Figure 1. Routing congestion map (run 1).
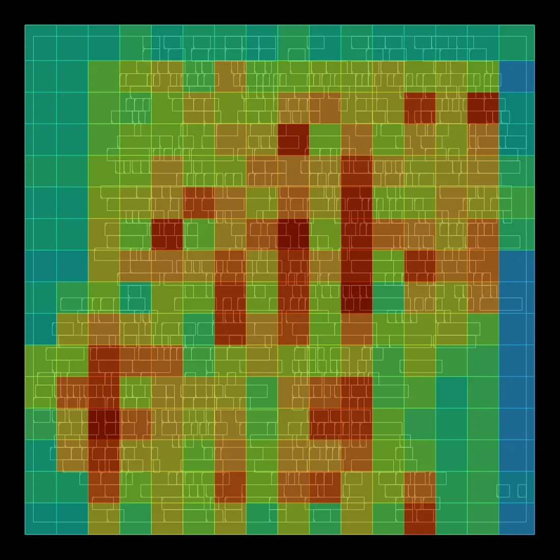
Figure 2. The metal 1 layer (run 1).
Drawn at 4 px/um.
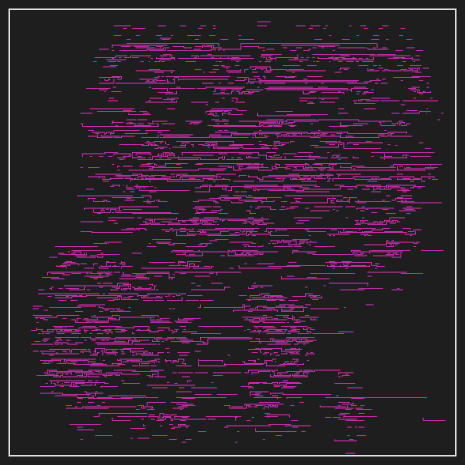
Figure 3. Cells coloured by class (run 1).
Drawn at 3 px/um.
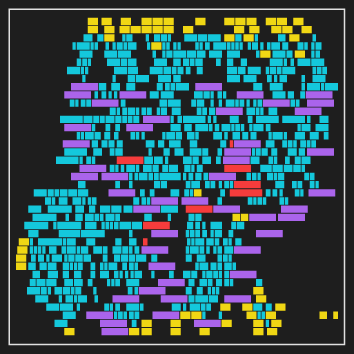
Figure 4. Cell sizes after repair (run 1).
Drawn at 3 px/um.
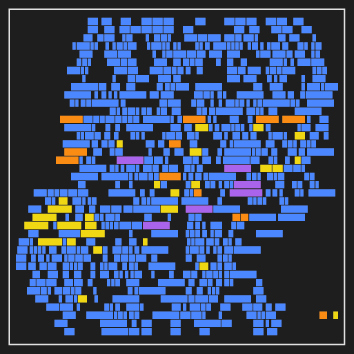
## config.mk

```make
export PLATFORM = sky130hd
export DESIGN_NAME = boss_attack_scheduler_flat
export DESIGN_NICKNAME = d
export VERILOG_FILES = /design/src/rtl/boss_attack_scheduler_pkg.sv /design/src/rtl/boss_attack_scheduler_if.sv /design/src/rtl/boss_attack_scheduler_rr_slot_picker.sv /design/src/rtl/boss_attack_scheduler.sv /design/src/flat_wrapper.sv
export SDC_FILE = /design/constraint.sdc
export NUM_CORES = 1
export LEC_CHECK = 0
export CAP_MARGIN = 20
export CORE_MARGIN = 1.5
export CORE_UTILIZATION = 45
export DETAILED_ROUTE_END_ITERATION = 8
export PLACE_DENSITY_LB_ADDON = 0.3
export SETUP_SLACK_MARGIN = 0.2
export SLEW_MARGIN = 30
export SYNTH_ARGS = -nofsm -noshare
export SYNTH_HDL_FRONTEND = slang
export SYNTH_SLANG_ARGS = --single-unit
```

## constraint.sdc

```tcl
create_clock -name clk_master -period 8.9 [get_ports clk_master]
set_input_delay 2.67 -clock clk_master [delete_from_list [all_inputs] [get_ports clk_master]]
set_output_delay 2.67 -clock clk_master [all_outputs]
set_load 0.01 [all_outputs]
```

## src/rtl/boss_attack_scheduler_pkg.sv

```systemverilog
// Shared constants for the boss attack scheduler: state encoding, slot geometry,
// attack types and HP width.
package boss_pkg;

  localparam int NUM_SLOTS = 5;
  localparam int SLOT_W    = $clog2(NUM_SLOTS);
  localparam int HP_W      = 10;

  localparam logic ATTACK_SINGLE = 1'b0;
  localparam logic ATTACK_BURST  = 1'b1;

  localparam logic [2:0] ST_COOLDOWN = 3'd0;
  localparam logic [2:0] ST_SELECT   = 3'd1;
  localparam logic [2:0] ST_SPAWN    = 3'd2;
  localparam logic [2:0] ST_STAGGER  = 3'd3;
  localparam logic [2:0] ST_HALT     = 3'd4;

endpackage

```

## src/rtl/boss_attack_scheduler_if.sv

```systemverilog
// Game-side bundle between the boss scheduler (master) and the tick source,
// boss datapath and projectile datapath (slave).
interface boss_attack_scheduler_if
  import boss_pkg::*;
#(
  parameter int DELAY_W = 32
);
  logic                 pulse_cycleStep;
  logic [DELAY_W-1:0]   delay;
  logic                 bossHit;
  logic [HP_W-1:0]      bossHP;
  logic [NUM_SLOTS-1:0] slotBusy;
  logic                 spawnAck;
  logic                 spawnReq;
  logic [SLOT_W-1:0]    spawnSlot;
  logic                 attackType;
  logic                 bossShoot;
  logic                 indicate1;
  logic                 indicate2;

  modport master (
    input  pulse_cycleStep, delay, bossHit, bossHP, slotBusy, spawnAck,
    output spawnReq, spawnSlot, attackType, bossShoot, indicate1, indicate2
  );

  modport slave (
    output pulse_cycleStep, delay, bossHit, bossHP, slotBusy, spawnAck,
    input  spawnReq, spawnSlot, attackType, bossShoot, indicate1, indicate2
  );
endinterface

```

## src/rtl/boss_attack_scheduler_rr_slot_picker.sv

```systemverilog
// Combinational round-robin picker: first free slot at or after rr_ptr,
// wrapping modulo N.
module rr_slot_picker
  import boss_pkg::*;
#(
  parameter int N = NUM_SLOTS,
  parameter int W = SLOT_W
) (
  input  logic [N-1:0] slotBusy,
  input  logic [W-1:0] rr_ptr,
  output logic         found,
  output logic [W-1:0] idx
);

  int          w_sum;
  logic [W-1:0] w_cand;

  // Scan offsets high-to-low so the smallest offset from rr_ptr wins.
  always_comb begin
    found  = 1'b0;
    idx    = '0;
    w_sum  = 0;
    w_cand = '0;
    for (int k = N - 1; k >= 0; k--) begin
      w_sum = int'(rr_ptr) + k;
      if (w_sum >= N) w_sum = w_sum - N;
      w_cand = W'(w_sum);
      if (!slotBusy[w_cand]) begin
        found = 1'b1;
        idx   = w_cand;
      end
    end
  end

endmodule

```

## src/rtl/boss_attack_scheduler.sv

```systemverilog
// Boss attack FSM: cooldown timing, round-robin slot allocation, spawn handshake,
// hit stagger and death halt.
module boss_attack_scheduler
  import boss_pkg::*;
#(
  parameter int DELAY_W       = 32,
  parameter int BURST_LEN     = 3,
  parameter int STAGGER_TICKS = 8
) (
  input  logic               clk_master,
  input  logic               rst,
  boss_attack_scheduler_if.master bus
);

  localparam int SHOT_W = $clog2(BURST_LEN + 1);

  logic [2:0]         r_state;
  logic [DELAY_W-1:0] r_count;
  logic [SLOT_W-1:0]  r_rr_ptr;
  logic [SLOT_W-1:0]  r_spawn_slot;
  logic [SHOT_W-1:0]  r_shots;
  logic               r_hit_pending;
  logic               r_dead_pending;
  logic               r_spawn_req;
  logic               r_attack_type;
  logic               r_boss_shoot;

  logic               w_found;
  logic [SLOT_W-1:0]  w_idx;
  logic [DELAY_W:0]   w_count_inc;
  logic [DELAY_W:0]   w_delay_eff;
  logic               w_cool_done;
  logic               w_stag_done;
  logic               w_dead;
  logic [SLOT_W-1:0]  w_next_ptr;

  rr_slot_picker #(.N(NUM_SLOTS), .W(SLOT_W)) u_picker (
    .slotBusy (bus.slotBusy),
    .rr_ptr   (r_rr_ptr),
    .found    (w_found),
    .idx      (w_idx)
  );

  // One extra bit so count+1 never wraps against a full-scale delay.
  assign w_count_inc = {1'b0, r_count} + 1'b1;
  assign w_delay_eff = (bus.delay == '0) ? (DELAY_W+1)'(1) : {1'b0, bus.delay};
  assign w_cool_done = (w_count_inc >= w_delay_eff);
  assign w_stag_done = (w_count_inc >= (DELAY_W+1)'(STAGGER_TICKS));
  assign w_dead      = (bus.bossHP == '0);
  assign w_next_ptr  = (r_spawn_slot == SLOT_W'(NUM_SLOTS - 1)) ? '0 : r_spawn_slot + 1'b1;

  always_ff @(posedge clk_master or negedge rst) begin
    if (!rst) begin
      r_state        <= ST_COOLDOWN;
      r_count        <= '0;
      r_rr_ptr       <= '0;
      r_spawn_slot   <= '0;
      r_shots        <= '0;
      r_hit_pending  <= 1'b0;
      r_dead_pending <= 1'b0;
      r_spawn_req    <= 1'b0;
      r_attack_type  <= ATTACK_SINGLE;
      r_boss_shoot   <= 1'b0;
    end else begin
      r_boss_shoot <= 1'b0;
      case (r_state)
        ST_COOLDOWN: begin
          if (w_dead) begin
            r_state <= ST_HALT;
          end else if (bus.bossHit) begin
            r_state <= ST_STAGGER;
            r_count <= '0;
          end else if (bus.pulse_cycleStep) begin
            if (w_cool_done) begin
              r_count <= '0;
              r_state <= ST_SELECT;
              r_shots <= (r_attack_type == ATTACK_BURST) ? SHOT_W'(BURST_LEN) : SHOT_W'(1);
            end else begin
              r_count <= w_count_inc[DELAY_W-1:0];
            end
          end
        end
        ST_SELECT: begin
          if (w_dead) begin
            r_state <= ST_HALT;
          end else begin
            if (bus.bossHit) r_hit_pending <= 1'b1;
            if (w_found) begin
              r_spawn_slot <= w_idx;
              r_spawn_req  <= 1'b1;
              r_state      <= ST_SPAWN;
            end
          end
        end
        ST_SPAWN: begin
          if (w_dead) r_dead_pending <= 1'b1;
          if (bus.bossHit) r_hit_pending <= 1'b1;
          if (bus.spawnAck) begin
            r_spawn_req  <= 1'b0;
            r_boss_shoot <= 1'b1;
            r_rr_ptr     <= w_next_ptr;
            r_shots      <= r_shots - 1'b1;
            if (r_shots == SHOT_W'(1)) r_attack_type <= ~r_attack_type;
            // Death seen at any point of the handshake wins once it completes.
            if (w_dead || r_dead_pending) begin
              r_state <= ST_HALT;
            end else if (r_shots == SHOT_W'(1)) begin
              r_count <= '0;
              r_state <= (r_hit_pending || bus.bossHit) ? ST_STAGGER : ST_COOLDOWN;
            end else begin
              r_state <= ST_SELECT;
            end
          end
        end
        ST_STAGGER: begin
          if (w_dead) begin
            r_state <= ST_HALT;
          end else if (bus.bossHit) begin
            r_count <= '0;
          end else if (bus.pulse_cycleStep) begin
            if (w_stag_done) begin
              r_count       <= '0;
              r_hit_pending <= 1'b0;
              r_state       <= ST_COOLDOWN;
            end else begin
              r_count <= w_count_inc[DELAY_W-1:0];
            end
          end
        end
        ST_HALT: begin
          r_spawn_req <= 1'b0;
        end
        default: begin
          r_state <= ST_COOLDOWN;
        end
      endcase
    end
  end

  assign bus.spawnReq   = r_spawn_req;
  assign bus.spawnSlot  = r_spawn_slot;
  assign bus.attackType = r_attack_type;
  assign bus.bossShoot  = r_boss_shoot;
  assign bus.indicate1  = (r_state == ST_STAGGER);
  assign bus.indicate2  = (r_state == ST_HALT);

endmodule
```

## src/flat_wrapper.sv

```systemverilog
// flat-port wrapper written by rule: the top's interface ports become plain ports
module boss_attack_scheduler_flat import boss_pkg::*;
#(
  parameter int DELAY_W       = 32,
  parameter int BURST_LEN     = 3,
  parameter int STAGGER_TICKS = 8
)
  (clk_master, rst, bus_pulse_cycleStep, bus_delay, bus_bossHit, bus_bossHP, bus_slotBusy, bus_spawnAck, bus_spawnReq, bus_spawnSlot, bus_attackType, bus_bossShoot, bus_indicate1, bus_indicate2);
  boss_attack_scheduler_if #(.DELAY_W(DELAY_W)) bus_i ();
  input  logic clk_master;
  input  logic rst;
  input wire logic [$bits(bus_i.pulse_cycleStep)-1:0] bus_pulse_cycleStep;
  input wire logic [$bits(bus_i.delay)-1:0] bus_delay;
  input wire logic [$bits(bus_i.bossHit)-1:0] bus_bossHit;
  input wire logic [$bits(bus_i.bossHP)-1:0] bus_bossHP;
  input wire logic [$bits(bus_i.slotBusy)-1:0] bus_slotBusy;
  input wire logic [$bits(bus_i.spawnAck)-1:0] bus_spawnAck;
  output wire logic [$bits(bus_i.spawnReq)-1:0] bus_spawnReq;
  output wire logic [$bits(bus_i.spawnSlot)-1:0] bus_spawnSlot;
  output wire logic [$bits(bus_i.attackType)-1:0] bus_attackType;
  output wire logic [$bits(bus_i.bossShoot)-1:0] bus_bossShoot;
  output wire logic [$bits(bus_i.indicate1)-1:0] bus_indicate1;
  output wire logic [$bits(bus_i.indicate2)-1:0] bus_indicate2;
  assign bus_i.pulse_cycleStep = bus_pulse_cycleStep;
  assign bus_i.delay = bus_delay;
  assign bus_i.bossHit = bus_bossHit;
  assign bus_i.bossHP = bus_bossHP;
  assign bus_i.slotBusy = bus_slotBusy;
  assign bus_i.spawnAck = bus_spawnAck;
  assign bus_spawnReq = bus_i.spawnReq;
  assign bus_spawnSlot = bus_i.spawnSlot;
  assign bus_attackType = bus_i.attackType;
  assign bus_bossShoot = bus_i.bossShoot;
  assign bus_indicate1 = bus_i.indicate1;
  assign bus_indicate2 = bus_i.indicate2;
  boss_attack_scheduler #(.DELAY_W(DELAY_W), .BURST_LEN(BURST_LEN), .STAGGER_TICKS(STAGGER_TICKS)) u_core (.clk_master(clk_master), .rst(rst), .bus(bus_i));
endmodule
```

==> CHANGELOG.md, run 1 <==
## Implementation

- Seq. pwr: 0.000345 W
- Clock group: 0.000214 W
- Post-CTS Resized: 0
- Register-to-register path setup slack: 3.87 ns
- Share of cells above drive strength 1: 6.36%
- Yosys simple share: a little over a quarter
- Worst path cell trace: clkdlybuf4s50_1, nor4_1, nand4_1, o21bai_1, ha_1, nor3_1, a2111oi_0, o211ai_1, a21oi_1, nor2b_1, o21ai_2, buf_4, o31ai_1
- Flops after synth: 48
- Clock power share: 13.6%
- Leak: around 2.6 nW
- Syn nets: 770
- Vias: between 5k and 6k
- Log Warnings: 34
- WP data arrival: 5.96 ns
- Chip height: 111 um
- Starting DRT DRC Count: between 400 and 500
- Max IR drop VDD: 0.187 mV
- Met2 routed WL: ~6.6 mm
- Comb pwr share: 64.5%
- Tot Pwr: between 0.0015 and 0.002 W
- Critical Path End: u_core.r_count[19]
- Avg Inst Size Synth: 7.85 sq um
- Slew @ Worst Pin: 0.940 ns
- MaxCap Viol Count: 0
- Top Layer Used: met4
- Reg2Reg Depth: 11
- Most numerous logic cell after layout: nand2_1
- GRT Residual Overflow: 0
- Vias in the first global route: ~4.8k
- Crit end category: flip-flop
- Antenna viol nets, final: 0
- Largest stage delay, worst path: 0.51 ns
- CP required: 9.09 ns
- Power Dens Cells: ~260 nW/um^2
- Combinational Power: between 0.001 and 0.0015 W
- Row cnt: 39
- Final design utilization: between 50 and 60%
- Initial antenna violation count: 0
- Gate Area: between 3000 and 4000 sq um
- YS chip area: 5280 sq um
- WS Path Type: in -> reg
- Number of vias per cell: 6.02
- Post-synth EDFFs: 0
- Aoi share: roughly 23%
- Mapped Cells: 672
- Yosys stat cell total: roughly 670
- DR DRC count: 0
- DRT met1 WL: 5.92 mm
- Hold Startpoint: u_core.bus.attackType
- FA/HA/MAJ Cells, Area Fraction: 11.1%
- Top power group: combinational cells
- Final WL: roughly 13 mm
- CTS Buffer Depth: 2
- Clock Skew: 0.0114 ns
- Fillers: 1,055
- FF-to-FF End: u_core.bus.spawnSlot[0]
- Worst setup startpoint: bus_delay[17]
- I/O pins: 60
- Critical Path Stages: 13
- Core area: 11,400 sq um
- Largest net degree at the start of global routing: 49
- Crit path buf inv count: 2
- H-tree Lvls: 2
- Slew Limit Headroom: 37.3%
- Status: finished, final reports clean
- CP startpoint kind: input port
- Worst Hold End: u_core.bus.attackType
- Final slew viol count: 0
- CTS tree: yes
- Most frequent cells in the layout: nand2_1 (79), inv_1 (63), clkdlybuf4s50_1 (58)
- Top non-seq family: simple AND/OR/NAND/NOR gates
- Max reg flops: 32
- Worst-path clk slew: 0.07 ns
- Floorplan utilization: between 40% and 50%
- Post-synth cell types: 72
- Synth area leader: dfrtp_1
- Multiplexer share: 4.53%
- Critical-path maximum fanout: 32
- Routed wl met3: 623 um
- Min-Delay Path Class: reg -> reg
- Final setup fails: 0
- Max-area cell share: 22.8%
- Total CTS buffers: 5
- IO Port Bufs: slightly below 60
- Root buffer cell: clkbuf_16
- Crit-path leading delay family: AND-OR/OR-AND gates
- Post-CTS Hold Fix Bufs: 0
Notes on Figure 1 above:
GR Util met2: 37.0%
met1 Usage GRT: 28.7%
gr busiest metal: met2
post-DR wirelength/cell: 15.8 um
met3 Use GR: 2.62%

Notes on Figure 2 above:
longest straight run: 34.0 um
wire length on this layer: 5,920 um

Notes on Figure 3 above:
legend:
  purple:
    class: flops
    cells: 48
  red:
    class: clock drivers and dummy loads
    cells: 8
  cyan:
    class: all other logic
    cells: 589
  yellow:
    class: other buffers and delay cells
    cells: 63

Notes on Figure 4 above:
legend:
  yellow:
    size: drive 2
    cells: 27
    share: 3.8%
    most_used: mux4_2
  blue:
    size: drive 1 or less
    cells: 663
    share: 94%
    most_used: nand2_1
  purple:
    size: drive 6 and up
    cells: 6
    share: 0.85%
    most_used: clkbuf_16
  orange:
    size: drive 3 to 4
    cells: 12
    share: 1.7%
Setup WS post-layout: 3.14 ns
post-route cell area: 6080 sq um
Area Overhead vs Synth: 15.3%
Signal buffers: 63

[run 1: Yosys cell counts, types with 6 or more instances]
library cell and n:
a221oi_1 6, ha_1 45, xnor2_1 27, nand2_1 79, nand3_1 18, o21ai_0 22, nor2_1 35, o21ai_1 20
inv_1 63, a21o_1 8, and2_1 6, mux2i_1 7, xor2_1 7, nor4_1 13, o22ai_1 8, buf_2 10
nor3_1 27, a21oi_1 40, clkbuf_1 20, mux4_2 6, a211oi_1 8, nand2b_1 12, dfrtp_1 48, and3_1 8
and4_1 8, nand4_1 25
[run 1: cell type report]
type / instances / area share [%]
clock inverters: 2 / 0.576
well taps: 143 / 2.94
inverters: 63 / 3.89
multi-input cells: 526 / 60.6
repair buffers: 63 / 10.1
flip-flops and latches: 48 / 19.7
clock buffers: 6 / 2.12
==> run 1 -> run 2 <==
==> constraint.sdc (replaced) <==
create_clock -name clk_master -period 5.4 [get_ports clk_master]
set_input_delay 1.62 -clock clk_master [delete_from_list [all_inputs] [get_ports clk_master]]
set_output_delay 1.62 -clock clk_master [all_outputs]
set_load 0.01 [all_outputs]
Figure 5. The metal 1 layer (run 2).
Drawn at 4 px/um.
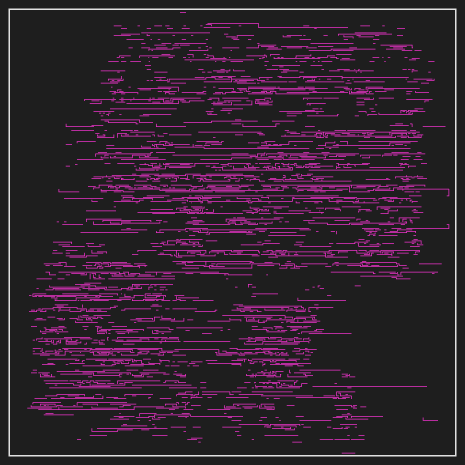
final WL: 13.6 mm
met1 Usage GRT: 29.9%

==> run 2 against run 1 <==
  * Via count is 0.16% higher
  * Sequential share of layout area shrank 0.15 points
  * Sequential cell count stayed put
  * Total power up 65%
  * Register-to-register slack worse by 3.3 ns
  * Core utilization up 0.41 points
  * Die size is the same
  * Count of clock-buffer cells in the layout is 1 lower
  * Sequential power is 57% higher
  * Wire length is 1.0% higher
  * Final cell count rose by 0.47%
  * Non-clock buffer count increased by 6
  * Critical endpoint is now u_core.r_count[3]
==> CHANGELOG.md, run 2 <==
## Implementation

- Core area: 11,400 sq um
- WS Path Type: reg -> reg
- DR DRC count: 0
- Setup TNS: 0 ns
- Top Layer Used: met4
- Power Dens Cells: 424 nW/um^2
- Status: finished, final reports clean
- Max-area cell share: 22.8%
- Vias in the first global route: 4,769
- Yosys stat cell total: 672
- Critical Path Stages: 16
- Largest net degree at the start of global routing: a little under 50
- Post-place setup slack: 0.348 ns
- Avg Inst Size Synth: 7.85 sq um
- Gate Area: 3700 sq um
- Comb pwr share: around two thirds
- Slew Limit Headroom: between 30% and 40%
- RSZ-0062 raised after global routing: false
- Crit path time final: 4.82 ns
- Crit end category: flip-flop
- Synth area leader: dfrtp_1
- RR Startpoint: u_core.r_count[0]
- DRT met1 WL: 6.00 mm
- GR Util met2: 36.6%
- Post-CTS Repair Setup Buffers: 0
- Post-DR wirelength/cell: 15.9 um
- Sw Pwr: around 0.0013 W
- Hold Startpoint: u_core.bus.attackType
- Top power group: combinational cells
- CP required: 5.60 ns
- Leak: between 2 and 3 nW
- GPL Wtd Cong: 0.921
- Vias: 5,129
- First-pass GRT wire length: 22.7 mm
- Total CTS buffers: 5
- Pint: 0.00135 W
- Routed wl met3: 694 um
- Final design utilization: 53.7%
- DP HPWL: 10.6 mm
- Slew @ Worst Pin: 0.915 ns
- Met2 routed WL: around 6.7 mm
- CTS Sinks: 48
- Max reg flops: 32
- FF-to-FF End: u_core.r_count[3]
- Gr busiest metal: met2
- Fillers: roughly 1.1k
- Crit-path leading delay family: simple AND/OR/NAND/NOR gates
- Syn. warnings: 0
- Area Overhead vs Synth: 16.2%
- Post-synth EDFFs: 0
- Top-count cell post-synth: nand2_1
- Root buffer cell: clkbuf_16
- CP startpoint kind: flip-flop
- Number of vias per cell: 6.00
- Most numerous logic cell after layout: nand2_1
- Post-CTS Hold Fix Bufs: 0
- Antenna viol nets, final: 0
- I/O pins: 60
- Floorplan utilization: 46.2%
- Clock Skew: 0.00937 ns
- Antenna diodes: 0
- H-tree Lvls: 2
- Final hold slack: 0.512 ns
- Share of cells above drive strength 1: around 7.2%
- Critical Path End: u_core.r_count[3]
- YS chip area: 5280 sq um
- Post-synth top cells: nand2_1 (79), inv_1 (63), dfrtp_1 (48), ha_1 (45), a21oi_1 (40)
- IO Port Bufs: 59
- Crit share post-route: 89.3%
- Met3 Use GR: roughly 2.1%
- Register-to-register path setup slack: 0.58 ns
- Worst path cell trace: ha_1, nand4_1, or4_1, buf_4, nor3_1, or2_2, ha_1, and2_1, a221o_1, a221oi_1, a211oi_1, a21oi_1, nor2b_2, o21ai_4, buf_4, o31ai_4
- Reg area: around 1200 sq um
- Sequential area share after synthesis: roughly 23%
- Post-CTS Resized: 0
- Clock group: 0.000343 W
- Row cnt: 39
- Final setup fails: 0
- Reg2Reg Depth: 16
- Seq. pwr: 0.000543 W
- Chip height: roughly 110 um
- Critical-path maximum fanout: 18
- CTS Buffer Depth: 2
- Worst-path clk slew: 0.07 ns
- MaxCap Viol Count: 0
- Starting DRT DRC Count: 333
- Max IR drop VDD: 0.331 mV
- Sequential share of power: a little over a fifth
- Total die size: 12,400 sq um
- Detailed Routing Iterations Pass 1: 5
- Min-Delay Path Class: reg -> reg
- Initial antenna violation count: 0
- DIE WIDTH: 111 um
- Non-Filler Instances: approximately 860
- Worst Hold End: u_core.bus.attackType
- Latency at later pin: between 0.2 and 0.3 ns
- Combinational Power: 0.00171 W
- Setup WS post-layout: 0.579 ns
- Final hold viol count: 0
- Clock power share: between 10% and 20%
- Tot Pwr: around 0.0026 W
- GRT Residual Overflow: 0
- Crit path buf inv count: 2
- Most used DFF post-synth: dfrtp_1
- Final slew viol count: 0
- Syn nets: between 700 and 800
- Ys async rst share: 100%
- Fmax: 0.207 GHz
- Post-Syn Area: 5280 sq um
- Post-Place Cell Area: 5960 sq um
- Flops after synth: 48
- Most frequent cells in the layout: nand2_1 (79), inv_1 (63), clkdlybuf4s50_1 (58)
- Post-synth cell types: 72
- WHS Path Cells: 1
- Worst setup startpoint: u_core.r_count[0]
- Mapped Cells: 672
- CTS tree: yes
- Total Nets Final: around 810
- Post-route cell area: 6130 sq um
- Largest stage delay, worst path: 0.63 ns
- WP data arrival: ~5.0 ns
- Top reg by flops: u_core.r_count
- Log Warnings: 34
run 2: cell counts after synthesis:
No cell type changed its count.
run 2: logic make-up (layout without fill, tap and decap cells):
kind of cell,Yosys count,after routing,share of synthesized area (%)
XOR/XNOR,34,34,5.65
flip-flops,48,48,22.8
AND-OR/OR-AND,170,170,22.6
AND/OR/NAND/NOR,260,260,26.1
buffers and inverters,98,138,7.35
multiplexers,16,16,4.53
adder cells (fa/ha/maj),46,46,11.1
run 2: area by class of cell:
cell class                      instances  area share (%)
Clock inverter                          1           0.490
Inverter                               63            3.86
Multi-Input combinational cell        526            60.3
Clock buffer                            5            2.04
Tap cell                              143            2.92
Sequential cell                        48            19.6
Timing Repair Buffer                   69            10.8
==> run 2 -> run 3 <==
--- a/config.mk
+++ b/config.mk
@@ -8,6 +8,7 @@
 export CAP_MARGIN = 20
 export CORE_MARGIN = 1.5
 export CORE_UTILIZATION = 45
+export CTS_CLUSTER_SIZE = 12
 export DETAILED_ROUTE_END_ITERATION = 8
 export PLACE_DENSITY_LB_ADDON = 0.3
 export SETUP_SLACK_MARGIN = 0.2
Figure 6. Routing congestion map (run 3).
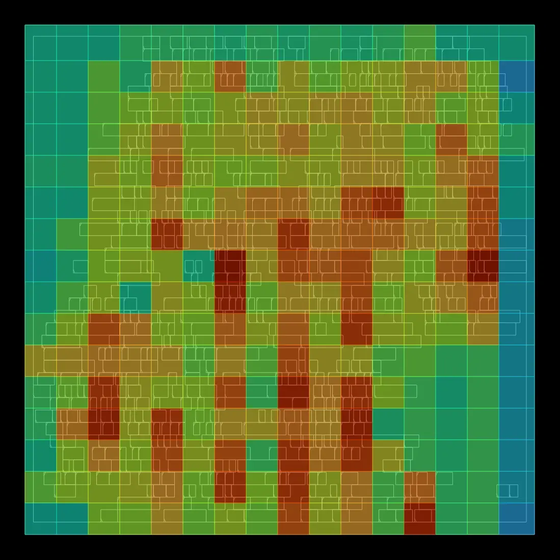
final design utilization: 53.7%
GR Util met2: 36.6%
post-DR wirelength/cell: 15.9 um
met3 Use GR: 2.13%
Tot GR Track Use: 21.8%

==> run 3 against run 2 <==
  * Worst hold slack did not move
  * Wire length did not move
  * Maximum frequency did not move
  * Final area did not move
  * Sequential power barely moved
  * Clock skew did not move
  * Critical path type unchanged
  * Largest cell class unchanged
  * Highest routed layer unchanged
==> CHANGELOG.md, run 3 <==
## Implementation

- CTS Buffer Depth: 2
- Worst-path clk slew: 0.07 ns
- Worst setup startpoint: u_core.r_count[0]
- CTS tree: yes
- Avg Inst Size Synth: 7.85 sq um
- Clock Skew: 0.00937 ns
- Post-Syn Area: 5280 sq um
- Crit share post-route: about nine tenths
- Chip height: 111 um
- Slew Limit Headroom: 39.0%
- Clock power share: a little over an eighth
- Row cnt: 39
- Flops after synth: 48
- Hold Startpoint: u_core.bus.attackType
- Top power group: combinational cells
- Final setup fails: 0
- Critical Path End: u_core.r_count[3]
- Most numerous logic cell after layout: nand2_1
- DP HPWL: about 11 mm
- CTS Sinks: approximately 48
- Top reg by flops: u_core.r_count
- Slew @ Worst Pin: 0.915 ns
- Power Dens Cells: around 420 nW/um^2
- Synth Area in XOR/XNOR: 5.65%
- Sw Pwr: 0.00125 W
- MaxCap Viol Count: 0
- Clock group: 0.000343 W
- GRT Residual Overflow: 0
- Pint: approximately 0.0013 W
- Max IR drop VDD: 0.331 mV
- Combinational Power: 0.00171 W
- WP data arrival: roughly 5.0 ns
- Vias: 5,129
- Multiplexer share: approximately 4.5%
- WS Path Type: reg -> reg
- RSZ-0062 raised after global routing: false
- Worst path cell trace: ha_1, nand4_1, or4_1, buf_4, nor3_1, or2_2, ha_1, and2_1, a221o_1, a221oi_1, a211oi_1, a21oi_1, nor2b_2, o21ai_4, buf_4, o31ai_4
- Antenna viol nets, final: 0
- Crit-path leading delay family: simple AND/OR/NAND/NOR gates
- Post-CTS Repair Setup Buffers: 0
- Syn nets: roughly 770
- Yosys simple share: 26.1%
- Crit path time final: approximately 4.8 ns
- Total Nets Final: 811
- YS chip area: roughly 5300 sq um
- Syn. warnings: 0
- FF-to-FF End: u_core.r_count[3]
- Top-count cell post-synth: nand2_1
- Latency at later pin: 0.29 ns
- DIE WIDTH: 111 um
- Post-CTS Hold Fix Bufs: 0
- Post-route cell area: a little over 6000 sq um
- Area Overhead vs Synth: 16.2%
- Post-place setup slack: approximately 0.35 ns
- Post-synth cell types: 72
- Comb pwr share: roughly two thirds
- Initial antenna violation count: 0
- I/O pins: 60
- Starting DRT DRC Count: approximately 330
- Yosys stat cell total: ~670
- Ys async rst share: 100%
- RR Startpoint: u_core.r_count[0]
- Post-synth EDFFs: 0
- Root buffer cell: clkbuf_16
- Mapped Cells: 672
- Largest net degree at the start of global routing: 49
- FA/HA/MAJ Cells, Area Fraction: 11.1%
- Reg2Reg Depth: 16
- Setup WS post-layout: 0.579 ns
- Seq. pwr: around 0.00054 W
- CP required: 5.60 ns
- Leak: 2.68 nW
- Total die size: 12,400 sq um
- DR DRC count: 0
- Vias in the first global route: approximately 4.8k
- Most used DFF post-synth: dfrtp_1
- Critical Path Stages: 16
- GPL Wtd Cong: 0.921
- Largest stage delay, worst path: approximately 0.63 ns
- Crit end category: flip-flop
- Final hold viol count: 0
- First-pass GRT wire length: 22.7 mm
- Register-to-register path setup slack: 0.58 ns
- Final slew viol count: 0
- Core area: 11,400 sq um
- Crit path buf inv count: 2
- Top non-seq family: simple AND/OR/NAND/NOR gates
- Share of cells above drive strength 1: 7.16%
- IO Port Bufs: 59
- Most frequent cells in the layout: nand2_1 (79), inv_1 (63), clkdlybuf4s50_1 (58)
- Fmax: 0.207 GHz
- Critical-path maximum fanout: 18
- Non-Filler Instances: 855
- Final WL: approximately 14 mm
- Final hold slack: ~0.5 ns
- Post-synth top cells: nand2_1 (79), inv_1 (63), dfrtp_1 (48), ha_1 (45), a21oi_1 (40)
- Sequential share of power: 20.9%
- Floorplan utilization: 46.2%
- Log Warnings: 34
- Sequential area share after synthesis: 22.8%
- Max reg flops: 32
- Status: finished, final reports clean
- Setup TNS: 0 ns
- Number of vias per cell: 6.00
- Synth area leader: dfrtp_1
- Detailed Routing Iterations Pass 1: 5
- Worst Hold End: u_core.bus.attackType
- H-tree Lvls: 2
- CP startpoint kind: flip-flop
- Min-Delay Path Class: reg -> reg
- Total CTS buffers: 5
- Max-area cell share: 22.8%
- Aoi share: 22.6%
- WHS Path Cells: 1
- Post-Place Cell Area: 5960 sq um
- Antenna diodes: 0
- Tot Pwr: 0.00260 W
[run 3: cell counts in the layout (fill, tap and decap cells not counted)]
No cell type changed its count.
[run 3: repair_timing]
action,4_1_cts,5_1_grt
hold endpoints to repair,0,0
gates resized,0,2
endpoints found under the setup margin,0,18
[run 3: metal layers]
metal	track usage, %	share of wire [%]
met2	36.6	49
met1	29.9	44
met4	5.74	1.2
met5	0	0
met3	2.13	5.1
[run 3: area by class of cell]
cell class	count	area (sq um)
Inverter	63	236
Fill cell	1091	5290
Multi-Input combinational cell	526	3700
Clock buffer	5	125
Clock inverter	1	30.0
Tap cell	143	179
Sequential cell	48	1200
Timing Repair Buffer	69	661

==> gallery <==
Close-up of the layout.
Window x 15 to 40, y 71 to 96 um. Cells in grey, sequential cells in the stronger grey; small squares are vias.
shot_01.png
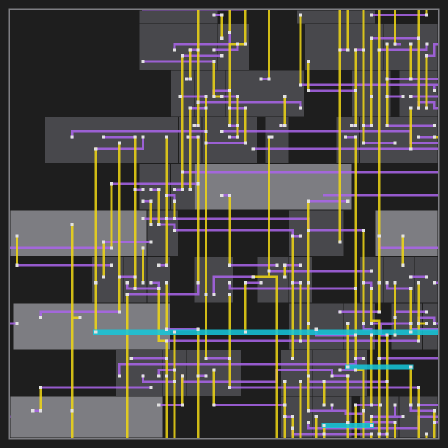
shot_02.png
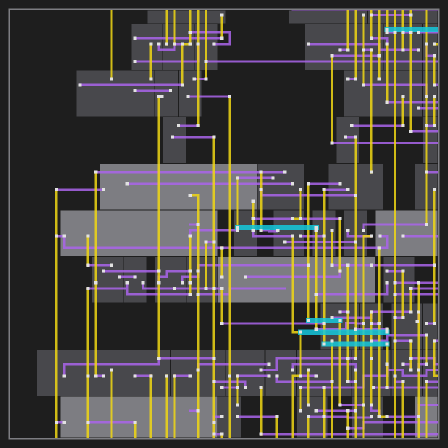
For run 1, see shot_02.png.
For run 3, see shot_01.png.

Key to shot_02.png:
legend:
  yellow:
    layer: met2
  purple:
    layer: met1
  cyan:
    layer: met3
netlist names of flops here include: u_core.r_count (4)
sequential cells in the window: 4
cells with their middle in the window: 39
most frequent: nand2_1 (7), inv_1 (4), dfrtp_1 (4)

Power and IR drop assume default switching activity.
